==> config.mk <==
export PLATFORM = sky130hd
export DESIGN_NAME = spi_arb
export DESIGN_NICKNAME = d
export VERILOG_FILES = /design/src/rtl/spi_arb.sv
export SDC_FILE = /design/constraint.sdc
export NUM_CORES = 1
export LEC_CHECK = 0
export CAP_MARGIN = 0
export CORE_MARGIN = 4
export CORE_UTILIZATION = 47
export CTS_BUF_LIST = sky130_fd_sc_hd__clkbuf_4
export DETAILED_ROUTE_END_ITERATION = 8
export PLACE_DENSITY = 0.84
export SLEW_MARGIN = 5
export SYNTH_ARGS = -nofsm -noshare
export SYNTH_HDL_FRONTEND = slang
export SYNTH_SLANG_ARGS = --single-unit
==> constraint.sdc <==
create_clock -name clk -period 2.01 [get_ports clk]
set_input_delay 0.201 -clock clk [delete_from_list [all_inputs] [get_ports clk]]
set_output_delay 0.201 -clock clk [all_outputs]
set_load 0.005 [all_outputs]
**Run 1: metal layers overlaid**

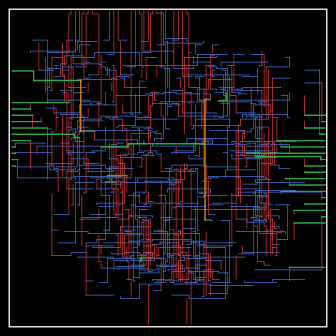
- met2: red (wire length 2000 um)
- met1: blue (wire length 1710 um)
- met3: green (wire length 239 um)
- met4: orange (wire length 36.7 um)
final routed wire length divided by cell count: 14.80 um
Routed Wire Length: 3982 um
overall global routing resource usage: 18.64%

**Run 1: gate families picked out**

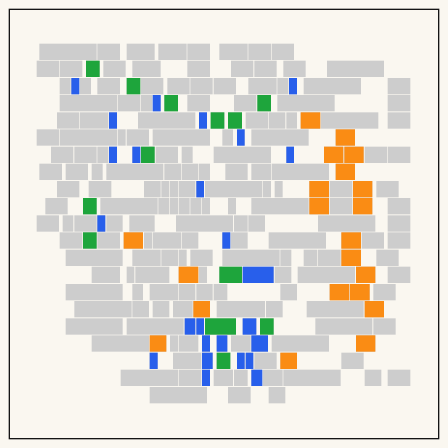
- NAND gates: blue (cells 25)
- AND-OR and OR-AND gates: orange (cells 21)
- AND and OR gates: green (cells 13)
logic gate fraction of the total cell area: 34.57%
top logic cell by instance count in the layout: sky130_fd_sc_hd__clkdlybuf4s50_1
count of placed standard cells in the final layout, fillers left out: 269

**Run 1: metal 2**

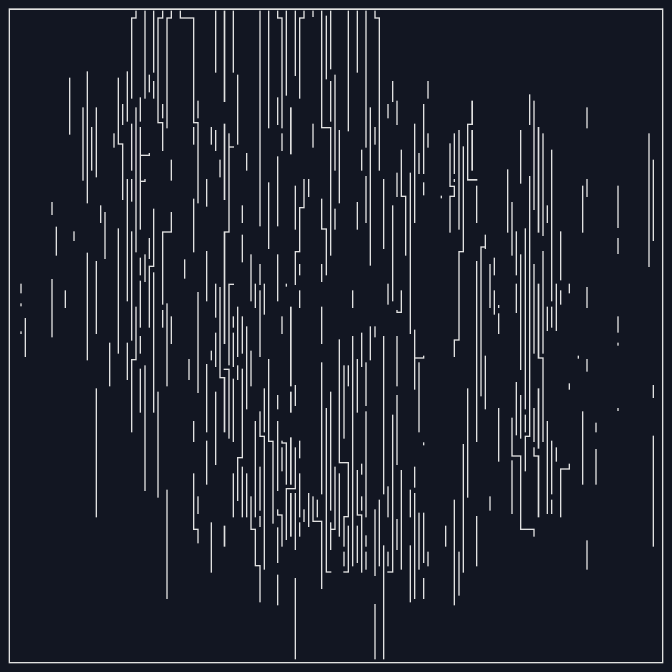
- wire length on this layer: 2000 um
- share of all routed wire: 50%
- nets with wire on the layer: 226
GR Util met2: 31.83%
DR vias: 1452

==> impl_report.txt <==
==== FLOW RESULTS ====
----------------------------------------------------
[Global routing]
  Global-route met1 utilization ........................ 22.63%
  Grt total ovfl ........................ 0
  Most used routing layer in global routing ........................ met2
  Number of global-route vias before repair ........................ 1426
  Met3 track demand over resource in global routing ........................ 4.598%
  Maximum number of pins on one net before global-route repair ........................ 33
  Wire length of the first global-routing pass ........................ 6423 um
  Antenna violations before repair ........................ 0

[Floorplan]
  Floorplan core area ........................ 0.003390 sq mm
  Die width ........................ 67.82 um
  Initial core utilization ........................ 49.61%
  Number of cell rows ........................ 21
  Top-level I/O count ........................ 56
  Floorplan die area ........................ 0.004599 sq mm
  Chip Height ........................ 67.82 um

[Final timing]
  Setup repair after global routing missed its margin ........................ yes
  Final setup slack of the worst path ........................ 44.88 ps
  Period utilization ........................ 97.77%
  Final Max-Slew Violation Tally ........................ 0
  Total Neg Setup Slack ........................ 0 ps
  # setup viols final ........................ 0
  Layout Skew ........................ 10.56 ps
  Worst slew margin ........................ 65.10%
  Minimum clock period after layout ........................ 1965 ps
  Endpoints failing hold ........................ 0
  Worst Hold Margin ........................ 265.8 ps
  Highest Clock Rate ........................ 0.5089 GHz
  Transition time at the pin with the least slew margin ........................ 522.5 ps

[Synthesis]
  Post-synth design cell area ........................ 0.001682 sq mm
  Distinct cell type count after synthesis ........................ 35
  Asr flop ratio synth ........................ 100.0%
  Max-area cell share ........................ 47.62%
  Commonest cells in the netlist ........................ sky130_fd_sc_hd__dfrtp_1 (32), sky130_fd_sc_hd__nand2_1 (18), sky130_fd_sc_hd__a22o_1 (17)
  Count of synthesis-stage warnings from yosys ........................ 0
  Instance tally after logic synthesis ........................ 161
  Seq cells post-synth ........................ 32
  Largest cells by area after synthesis ........................ sky130_fd_sc_hd__dfrtp_1 (48%), sky130_fd_sc_hd__a22o_1 (8.9%), sky130_fd_sc_hd__mux2i_1 (6.5%)
  Dominant register cell ........................ sky130_fd_sc_hd__dfrtp_1
  Synthesized area per cell ........................ 10.44 sq um
  Post-Syn Nets ........................ 199
  Cells in synth_stat.txt ........................ 161
  Fraction of the yosys area taken by sequential cells ........................ 47.62%
  Cell type with the highest aggregate area in the netlist ........................ sky130_fd_sc_hd__dfrtp_1
  Chip area in the Yosys report ........................ 0.001682 sq mm
  Count leader, synth ........................ sky130_fd_sc_hd__dfrtp_1
  Count of library flops with an enable pin ........................ 0

[Worst setup path]
  Count of cells along the worst register-to-register path ........................ 5
  Maximum fanout count along the critical path ........................ 6
  Worst R2R Setup Slack ........................ 230 ps
  Crit. path cell count ........................ 4
  Kind of start point of the critical path ........................ register
  Slowest Stage Delay on Critical Path ........................ 500 ps
  Cell chain of the critical path ........................ buf_4 -> ha_2 -> and2_1 -> clkdlybuf4s50_1
  Worst path buffer plus inverter count ........................ 2
  Crit path max-delay cell type ........................ sky130_fd_sc_hd__clkdlybuf4s50_1
  Crit path max-delay family ........................ buffers and inverters
  Nature of the critical path endpoint ........................ output pin
  WP data required ........................ 1810 ps
  WP data arrival ........................ 1760 ps
  WS Path Type ........................ register to output pin

[Power and ir drop]
  Part of the power in the clock network ........................ 10.4%
  Switch Pwr ........................ 0.001165 W
  Fraction of power spent switching nets ........................ 36.15%
  Seq pwr share ........................ 36.2%
  Worst voltage drop across the vdd grid ........................ 830.9 uV
  Power density cells ........................ 1345 mW/mm^2
  Leakage Power ........................ 1.181 nW
  Total internal power ........................ 0.002058 W
  Combinational Power ........................ 0.00172 W
  Share of power burned in combinational logic ........................ 53.4%
  Top contributor to total power ........................ combinational logic
  Power after layout ........................ 0.003223 W
  Power dissipated in the clock network ........................ 0.000336 W
  Seq power ........................ 0.00117 W

[Route]
  ANT nets after route ........................ 0
  Wire length on met3 ........................ 238 um
  M1 wire length ........................ 1709 um
  TritonRoute pass-1 iters ........................ 4
  Number of violations reported at the end of detailed-routing iteration 0 ........................ 71
  Number of remaining DRC errors ........................ 0
  Topmost layer with routed signal wires ........................ met4
  Detail Route met2 WL ........................ 1997 um
  Number of vias per cell after detailed routing ........................ 5.398

[CTS]
  H-tree level count ........................ 2
  Buffer levels on the longest clock path ........................ 2
  Number of post-CTS setup repair buffers ........................ 2
  Clk root buf ........................ sky130_fd_sc_hd__clkbuf_4
  Clock tree from TritonCTS ........................ built
  Clock slew at reported path FFs ........................ 90 ps
  Clk sink count ........................ 32
  Late-Pin Clk Latency ........................ 330 ps
  Hold-fix buffer count after cts ........................ 0
  Num CTS Buffers ........................ 5
  Cells resized by post-CTS repair ........................ 3

[Placed design]
  DP Area ........................ 0.002295 sq mm
  Half-perimeter wire length after detailed placement ........................ 2992 um
  RD Place Congestion ........................ 0.8514
  Count of input and output buffers ........................ 55
  Number of placed instances, taps included ........................ 259
  Post-Place Setup Slack ........................ 191.8 ps

[Final layout]
  Count of nets after finishing ........................ 260
  Layout cells sized above 1 ........................ 11.21%
  Finished Cell Area ........................ 0.002396 sq mm
  Ant. Diodes ........................ 0
  Top logic cells by instance count in the layout ........................ sky130_fd_sc_hd__clkdlybuf4s50_1 (48), sky130_fd_sc_hd__dfrtp_1 (32), sky130_fd_sc_hd__nand2_1 (18)
  Post-layout utilization of the core ........................ 70.69%
  Layout Area Growth over Synthesis ........................ 42.49%

[Run]
  Total of max-cap violations ........................ 0
  Count of warning messages emitted by the tools ........................ 30

[Run status]
  Run status ........................ finished clean

[Hold path]
  Hold WC Path Type ........................ input port to async pin

----------------------------------------------------
-- run 1: area by class of cell --
cell class,count,area [sq um]
clock inverters,3,13.76
multi-input cells,113,828.3
well taps,46,57.56
inverters,6,22.52
clock buffers,5,37.54
flip-flops and latches,32,800.8
repair buffers,64,635.6
fillers,239,993.5
-- run 1: kinds of logic (layout without fill, tap and decap cells) --
| kind of cell | count (synthesis) | after routing | share of synthesized area [%] |
|---|---|---|---|
| AND-OR/OR-AND | 43 | 43 | 19.72 |
| XOR/XNOR | 2 | 2 | 1.042 |
| adder cells (fa/ha/maj) | 5 | 5 | 3.720 |
| buffers and inverters | 16 | 78 | 4.166 |
| flip-flops | 32 | 32 | 47.62 |
| multiplexers | 12 | 12 | 7.217 |
| AND/OR/NAND/NOR | 51 | 51 | 16.52 |
Power is estimated from default activity; no workload was simulated.
